===== config.mk =====
export PLATFORM = sky130hd
export DESIGN_NAME = hpm_snapshot_sampler
export DESIGN_NICKNAME = d
export VERILOG_FILES = /design/src/rtl/hpm_snapshot_sampler.sv
export SDC_FILE = /design/constraint.sdc
export NUM_CORES = 1
export LEC_CHECK = 0
export ABC_AREA = 1
export ABC_CLOCK_PERIOD_IN_PS = 4200
export CAP_MARGIN = 20
export CORE_UTILIZATION = 45
export DETAILED_ROUTE_END_ITERATION = 6
export HOLD_SLACK_MARGIN = 0.1
export PLACE_DENSITY = 0.86
export SETUP_SLACK_MARGIN = 0.15
export SKIP_CTS_REPAIR_TIMING = 1
export SYNTH_ARGS = -nofsm -noshare
export SYNTH_HDL_FRONTEND = slang
export SYNTH_SLANG_ARGS = --single-unit

===== constraint.sdc =====
create_clock -name clk_i -period 4.2 [get_ports clk_i]
set_input_delay 0.84 -clock clk_i [delete_from_list [all_inputs] [get_ports clk_i]]
set_output_delay 0.84 -clock clk_i [all_outputs]
set_load 0.01 [all_outputs]

===== src/rtl/hpm_snapshot_sampler.sv =====
// Sweeps the HPM counters over the shared CSR port and streams each 64-bit value out on valid/ready.
// 3 cycles per word unstalled (4 when XLEN==32); snap_ready_i low holds the word with the port released.
module hpm_snapshot_sampler #(
    parameter int          NumCounters = 6,
    parameter int          XLEN        = 64,
    parameter logic [11:0] CntBase     = 12'hB03,
    parameter logic [11:0] CntBaseH    = 12'hB83
) (
    input  logic                           clk_i,
    input  logic                           rst_i,
    input  logic                           enable_i,
    input  logic [31:0]                    period_i,
    input  logic                           trigger_i,
    input  logic                           clear_on_read_i,
    output logic                           perf_req_o,
    input  logic                           perf_gnt_i,
    output logic [11:0]                    perf_addr_o,
    output logic                           perf_we_o,
    output logic [XLEN-1:0]                perf_wdata_o,
    input  logic [XLEN-1:0]                perf_rdata_i,
    output logic                           snap_valid_o,
    input  logic                           snap_ready_i,
    output logic [$clog2(NumCounters)-1:0] snap_idx_o,
    output logic [63:0]                    snap_data_o,
    output logic                           snap_last_o,
    output logic                           busy_o,
    output logic [15:0]                    overrun_cnt_o
);
    localparam int              IdxW    = $clog2(NumCounters);
    localparam logic [IdxW-1:0] LastIdx = IdxW'(NumCounters - 1);

    typedef enum logic [2:0] {
        S_IDLE,
        S_REQ,
        S_RD_LO,
        S_RD_HI,
        S_PUSH
    } state_e;

    state_e          state_q, state_d;
    logic [31:0]     timer_q;
    logic            timer_fire;
    logic            start;
    logic [IdxW-1:0] idx_q;
    logic [63:0]     data_q;
    logic [63:0]     rdata_ext;
    logic            clr_q;
    logic            hi_pend_q;
    logic [15:0]     overrun_q;
    logic            is_last;

    assign timer_fire = enable_i && (period_i != 32'd0) && (timer_q == period_i - 32'd1);
    assign start      = timer_fire || trigger_i;
    assign is_last    = (idx_q == LastIdx);
    assign rdata_ext  = 64'(perf_rdata_i);

    // Timer keeps running through sweeps so the sampling cadence never drifts.
    always_ff @(posedge clk_i) begin
        if (rst_i) begin
            timer_q <= '0;
        end else if (!enable_i || period_i == 32'd0 || timer_fire) begin
            timer_q <= '0;
        end else begin
            timer_q <= timer_q + 32'd1;
        end
    end

    always_ff @(posedge clk_i) begin
        if (rst_i) begin
            state_q <= S_IDLE;
        end else begin
            state_q <= state_d;
        end
    end

    // After losing the grant mid-word, resume at the half still owed so a cleared low half is not re-read.
    always_comb begin
        state_d = state_q;
        case (state_q)
            S_IDLE:  if (start) state_d = S_REQ;
            S_REQ:   if (perf_gnt_i) state_d = hi_pend_q ? S_RD_HI : S_RD_LO;
            S_RD_LO: begin
                if (!perf_gnt_i)      state_d = S_REQ;
                else if (XLEN == 32)  state_d = S_RD_HI;
                else                  state_d = S_PUSH;
            end
            S_RD_HI: state_d = perf_gnt_i ? S_PUSH : S_REQ;
            S_PUSH:  if (snap_ready_i) state_d = is_last ? S_IDLE : S_REQ;
            default: state_d = S_IDLE;
        endcase
    end

    always_comb begin
        perf_req_o   = 1'b0;
        perf_addr_o  = '0;
        perf_we_o    = 1'b0;
        snap_valid_o = 1'b0;
        snap_last_o  = 1'b0;
        case (state_q)
            S_REQ: perf_req_o = 1'b1;
            S_RD_LO: begin
                perf_req_o  = 1'b1;
                perf_addr_o = CntBase + 12'(idx_q);
                perf_we_o   = clr_q && perf_gnt_i;
            end
            S_RD_HI: begin
                perf_req_o  = 1'b1;
                perf_addr_o = CntBaseH + 12'(idx_q);
                perf_we_o   = clr_q && perf_gnt_i;
            end
            S_PUSH: begin
                snap_valid_o = 1'b1;
                snap_last_o  = is_last;
            end
            default: ;
        endcase
    end

    always_ff @(posedge clk_i) begin
        if (rst_i) begin
            idx_q     <= '0;
            data_q    <= '0;
            clr_q     <= 1'b0;
            hi_pend_q <= 1'b0;
            overrun_q <= '0;
        end else begin
            if (start) begin
                if (state_q == S_IDLE) begin
                    clr_q <= clear_on_read_i;
                    idx_q <= '0;
                end else if (overrun_q != 16'hFFFF) begin
                    overrun_q <= overrun_q + 16'd1;
                end
            end
            if (perf_gnt_i && state_q == S_RD_LO) begin
                if (XLEN == 32) begin
                    data_q[31:0] <= rdata_ext[31:0];
                    hi_pend_q    <= 1'b1;
                end else begin
                    data_q <= rdata_ext;
                end
            end
            if (perf_gnt_i && state_q == S_RD_HI) begin
                data_q[63:32] <= rdata_ext[31:0];
                hi_pend_q     <= 1'b0;
            end
            if (state_q == S_PUSH && snap_ready_i && !is_last) begin
                idx_q <= idx_q + IdxW'(1);
            end
        end
    end

    assign perf_wdata_o  = '0;
    assign snap_idx_o    = idx_q;
    assign snap_data_o   = data_q;
    assign busy_o        = (state_q != S_IDLE);
    assign overrun_cnt_o = overrun_q;

endmodule

### Cells by drive strength, run 1

(3 px per um)
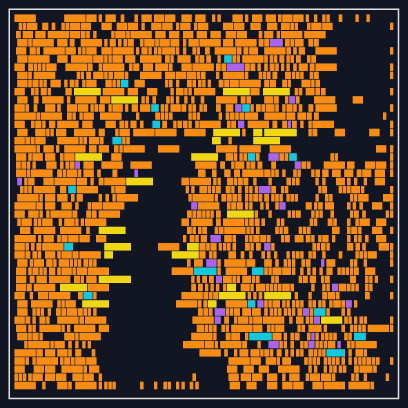
size	colour	cells	share
_3 and _4 cells	cyan	18	1.4%
_0 and _1 cells	orange	1,245	94%
_6 and larger	yellow	26	2.0%
_2 cells	purple	30	2.3%
cell area after layout: 9760 um^2
Synth-to-Final Area Change: 33.9%

### Met3 routing, run 1

(2 px per um) Cells faint in the background.
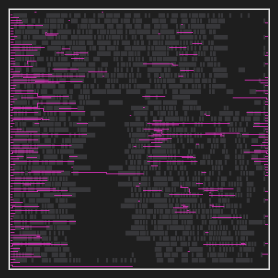
longest straight run	60.0 um
share of all routed wire	8.8%
nets with wire on the layer	197
vias: 7,527
Routed WL: 20.6 mm
Global Route met3 Usage: 8.38%

### Where the registers sit, run 1

(3 px per um) Other sequential cells in the stronger grey, the rest of the logic in the fainter grey.
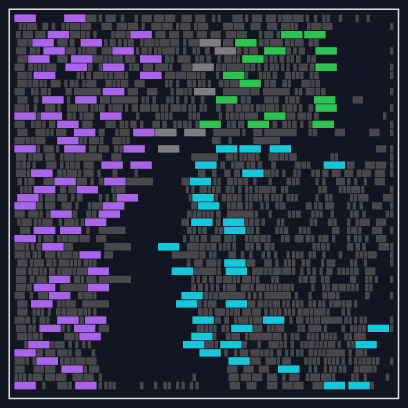
netlist name	colour	placed flops
timer_q	cyan	32
snap_data_o	purple	64
overrun_cnt_o	green	16
not coloured	7
proportion of cell area occupied by registers: 24.4%
register area: 2380 um^2
final core utilization: 61.6%
Seq power: 1.19 mW

### Placement view, run 1

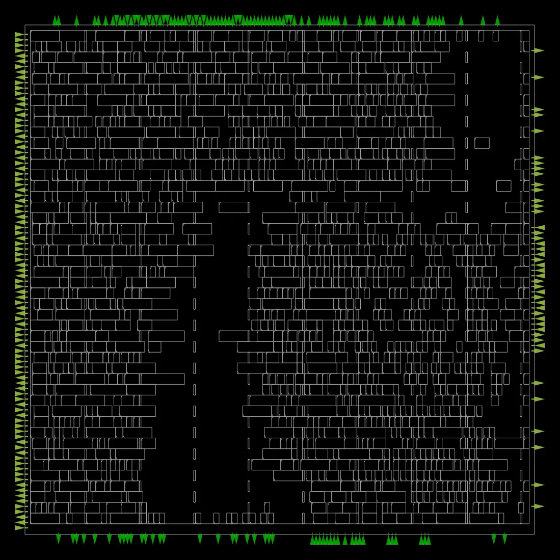
core box area: 15,800 um^2
Seq cells: 119
FP Rows: 46
# fillers: 1,432
Layout Cells excl Fill: 1,535

==> changes_impl.md, run 1 <==
## Implementation

* YS warnings at 0
* Grt ovf at 0
* Most common logic cell in the routed design: nand2_1
* Detail Placement HPWL at 15.8 mm
* Combinational fraction of design power at 15.9%
* Crit path DRT at 4.48 ns
* Switching Power at 0.878 mW
* Syn avg cell area at 6.52 um^2
* Clock Power Share at 46.4%
* Ratio of cells with drive above 1 in the final layout at 5.61%
* Unrepaired setup endpoints after global routing: no
* TritonRoute pass-1 iters at 5
* Placer congestion estimate at 0.918
* Top Layer Used: met4
* All-Layer GR Usage at 25.2%
* Count of pins over their slew limit at 0
* Non-clk buf share at 20.7%
* Xor+xnor area frac at 5.29%
* Worst rel slew slack at 27.5%
* Signal buffers at 204
* Combinational power at 0.504 mW
* Antenna diodes at 0
* CTS tree: yes
* Clock Sink Count at 119
* Critical Path Most Common Cell: nand2_1
* Cells after synthesis at 1,117
* Inverters excl. clock at 97
* Fp util at 46.0%
* Simple-gate portion of the synthesized area at 38.0%
* Main logic family: simple AND/OR/NAND/NOR gates
* Highest clock rate at 311 MHz
* Number of buffers created by CTS at 17
* Worst R2R Start: overrun_cnt_o[0]
* Final setup viols at 0
* Crit-path leading delay family: simple AND/OR/NAND/NOR gates
* Comb gate area at 4120 um^2
* CP startpoint: period_i[0]
* CTS max path bufs at 2
* Outcome: completed
* ClkCell Share at 6.09%
* Total Power at 3.16 mW
* CP Cell Sequence: clkdlybuf4s50_1 > inv_1 > ha_1 > nand2_1 > nor2_1 > nand3_1 > o21ai_1 > nand2_1 > nand2_1 > nand2_1 > inv_1 > nand3_1 > nor2_2 > nand3_2 > nand2_2 > nand2_2 > nand2_1 > a21oi_1
* Die span in y at 129 um
* Post-synth EDFFs at 0
* Yosys stat cell total at 1,117
* DRT met1 WL at 8.30 mm
* P_int at 2.28 mW
* Largest class: combinational gates
* Mux cell area share at 0%
* Cell Area, Synth at 7280 um^2
* Layout clock buffer count at 17
* Tcrit/Tclk final at 76.6%
* Area reported by Yosys stat at 7280 um^2
* Pwr dens at 324 nW/um^2
* Leakage power at 3.74 nW
* Htree depth at 4
* #FFs+latches synth at 119
* Unique cell types at 39
* R2R Path End: overrun_cnt_o[15]
* Routed len/inst at 13.4 um
* Main flop type: dfxtp_1
* Hold endpoint: snap_data_o[18]
* Synth area leader: dfxtp_1
* Power Clock at 1.47 mW
* Crit path kind: input port to flop
* Crit path max-delay cell type: clkdlybuf4s50_1
* AND-OR/OR-AND share of the synthesized area at 8.79%
* Worst slew pin tran at 1.09 ns
* Most instantiated logic cells after routing: nand2_1 (302), clkdlybuf4s50_1 (197), nor2_1 (187), dfxtp_1 (119), inv_1 (92)
* Met1 usage at 28.6%
* Critical Path End: overrun_cnt_o[15]
* Final Hold Fails at 0
* Pre-CTS setup slack at 0.558 ns
* CP Capture Type: flop
* Via-to-Cell Ratio at 4.90
* Chip width at 129 um
* Log Warnings at 28
* Tap Cells at 216
* Critical Path Source Type: input port
* Adder Area Share at 1.03%
* I/O pin total at 267
* Root buf cell: clkbuf_16
* Crit path depth at 18
* Seq share, synth at 32.7%
* Arr. time, crit path at 3.50 ns
* Cell with the most instances after synthesis: nand2_1
* Switching Fraction at 27.8%
* Slowest stage delay, CP at 0.42 ns
### Cell classes on the final placement, run 1

(4 px per um)
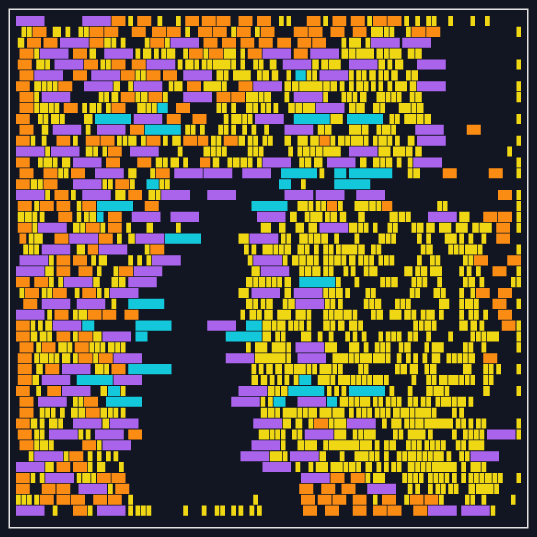

==> run 2: changes to the inputs <==
ABC_CLOCK_PERIOD_IN_PS = 2800   (was 4200)
CORE_UTILIZATION = 41   (was 45)
PLACE_DENSITY = 0.83   (was 0.86)
clock period = 2.8 ns   (was 4.2 ns; I/O delays follow)
### Cell classes on the final placement, run 2

(3 px per um)
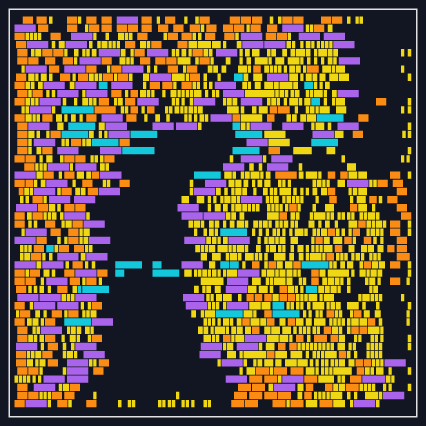
class	colour	cells	share of their area
combinational and other logic	yellow	968	46%
clock drivers and dummy loads	cyan	32	5.7%
sequential cells	purple	119	23%
remaining buffers and delay cells	orange	266	25%
cell area after layout: 10,700 um^2
final core utilization: 61.7%
FP Rows: 48

### Where the registers sit, run 2

(3 px per um) Other sequential cells in the stronger grey, the rest of the logic in the fainter grey.
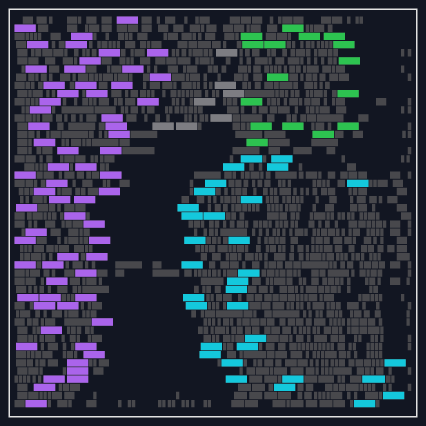
netlist name	colour	placed flops
overrun_cnt_o	green	16
timer_q	cyan	32
snap_data_o	purple	64
not coloured	7
proportion of cell area occupied by registers: 22.3%
register area: 2380 um^2
Seq power: 1.79 mW

### Placement view, run 2

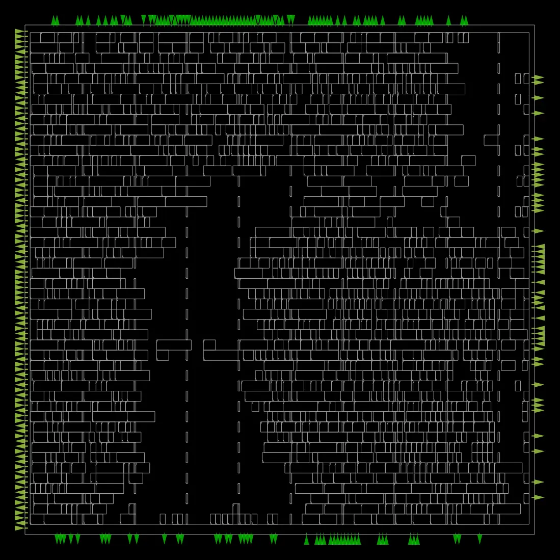
Tap Cells: 225
core box area: 17,300 um^2

==> run 2 against run 1 <==
  * Clock power rose by 52%
  * Clock-buffer cell count increased by 1
  * Critical endpoint is now busy_o
  * Critical path depth shrank 13
  * Sequential share of layout area decreased by 2.1 points
  * Area after synthesis did not move
  * Critical path type is now flop to output port
  * Combinational power grew 74%
  * Sequential cell count unchanged
  * Global-route usage decreased by 1.9 points
  * Sequential power rose by about 50%
  * Power up 55%
==> changes_impl.md, run 2 <==
## Implementation

* Tcrit/Tclk final at 92.5%
* Crit-path leading delay family: buffers and inverters (was simple AND/OR/NAND/NOR gates)
* All-Layer GR Usage at 23.3% (was 25.2%)
* ClkCell Share at 5.60% (was 6.09%)
* Most common logic cell in the routed design: nand2_1 (unchanged)
* Count of pins over their slew limit at 0 (unchanged)
* Crit path depth at 5 (was 18)
* Top Layer Used: met4 (unchanged)
* Cell with the most instances after synthesis: nand2_1 (unchanged)
* Routed WL at 22.5 mm (was 20.6 mm)
* Syn avg cell area at 6.52 um^2 (unchanged)
* Crit path DRT at 2.24 ns (was 4.48 ns)
* Comb gate area at 4460 um^2 (was 4120 um^2)
* Critical Path Source Type: flop (was input port)
* Largest class: combinational gates (unchanged)
* Ratio of cells with drive above 1 in the final layout at 14.2% (was 5.61%)
* Most instantiated logic cells after routing: nand2_1 (292), clkdlybuf4s50_1 (177), nor2_1 (155), dfxtp_1 (118), inv_1 (91) (was nand2_1 (302), clkdlybuf4s50_1 (197), nor2_1 (187), dfxtp_1 (119), inv_1 (92))
* R2R Path End: timer_q[28] (was overrun_cnt_o[15])
* Synth area leader: dfxtp_1 (unchanged)
* CP startpoint: state_q[0] (was period_i[0])
* Seq share, synth at 32.7% (unchanged)
* Crit path kind: flop to output port (was input port to flop)
* Worst slew pin tran at 0.645 ns (was 1.09 ns)
* Final Hold Fails at 0 (unchanged)
* Critical Path End: busy_o (was overrun_cnt_o[15])
* Via-to-Cell Ratio at 4.94 (was 4.90)
* Main logic family: simple AND/OR/NAND/NOR gates (unchanged)
* Unique cell types at 39 (unchanged)
* Log Warnings at 29 (was 28)
* Combinational fraction of design power at 17.9% (was 15.9%)
* AND-OR/OR-AND share of the synthesized area at 8.79% (unchanged)
* Fp util at 42.1% (was 46.0%)
* Outcome: completed (unchanged)
* Arr. time, crit path at 2.03 ns (was 3.50 ns)
* Root buf cell: clkbuf_16 (unchanged)
* Switching Power at 1.40 mW (was 0.878 mW)
* CTS tree: yes (unchanged)
* Vias at 7,951 (was 7,527)
* Power Clock at 2.23 mW (was 1.47 mW)
* Leakage power at 4.30 nW (was 3.74 nW)
* CTS max path bufs at 2 (unchanged)
* P_int at 3.50 mW (was 2.28 mW)
* Synth-to-Final Area Change at 46.4% (was 33.9%)
* Yosys stat cell total at 1,117 (unchanged)
* Placer congestion estimate at 0.913 (was 0.918)
* Non-clk buf share at 24.2% (was 20.7%)
* Unrepaired setup endpoints after global routing: yes (was no)
* Cells after synthesis at 1,117 (unchanged)
* Pwr dens at 459 nW/um^2 (was 324 nW/um^2)
* Cell Area, Synth at 7280 um^2 (unchanged)
* Adder Area Share at 1.03% (unchanged)
* Mux cell area share at 0% (unchanged)
No activity file was given, so power comes from the tool's default toggle rates.
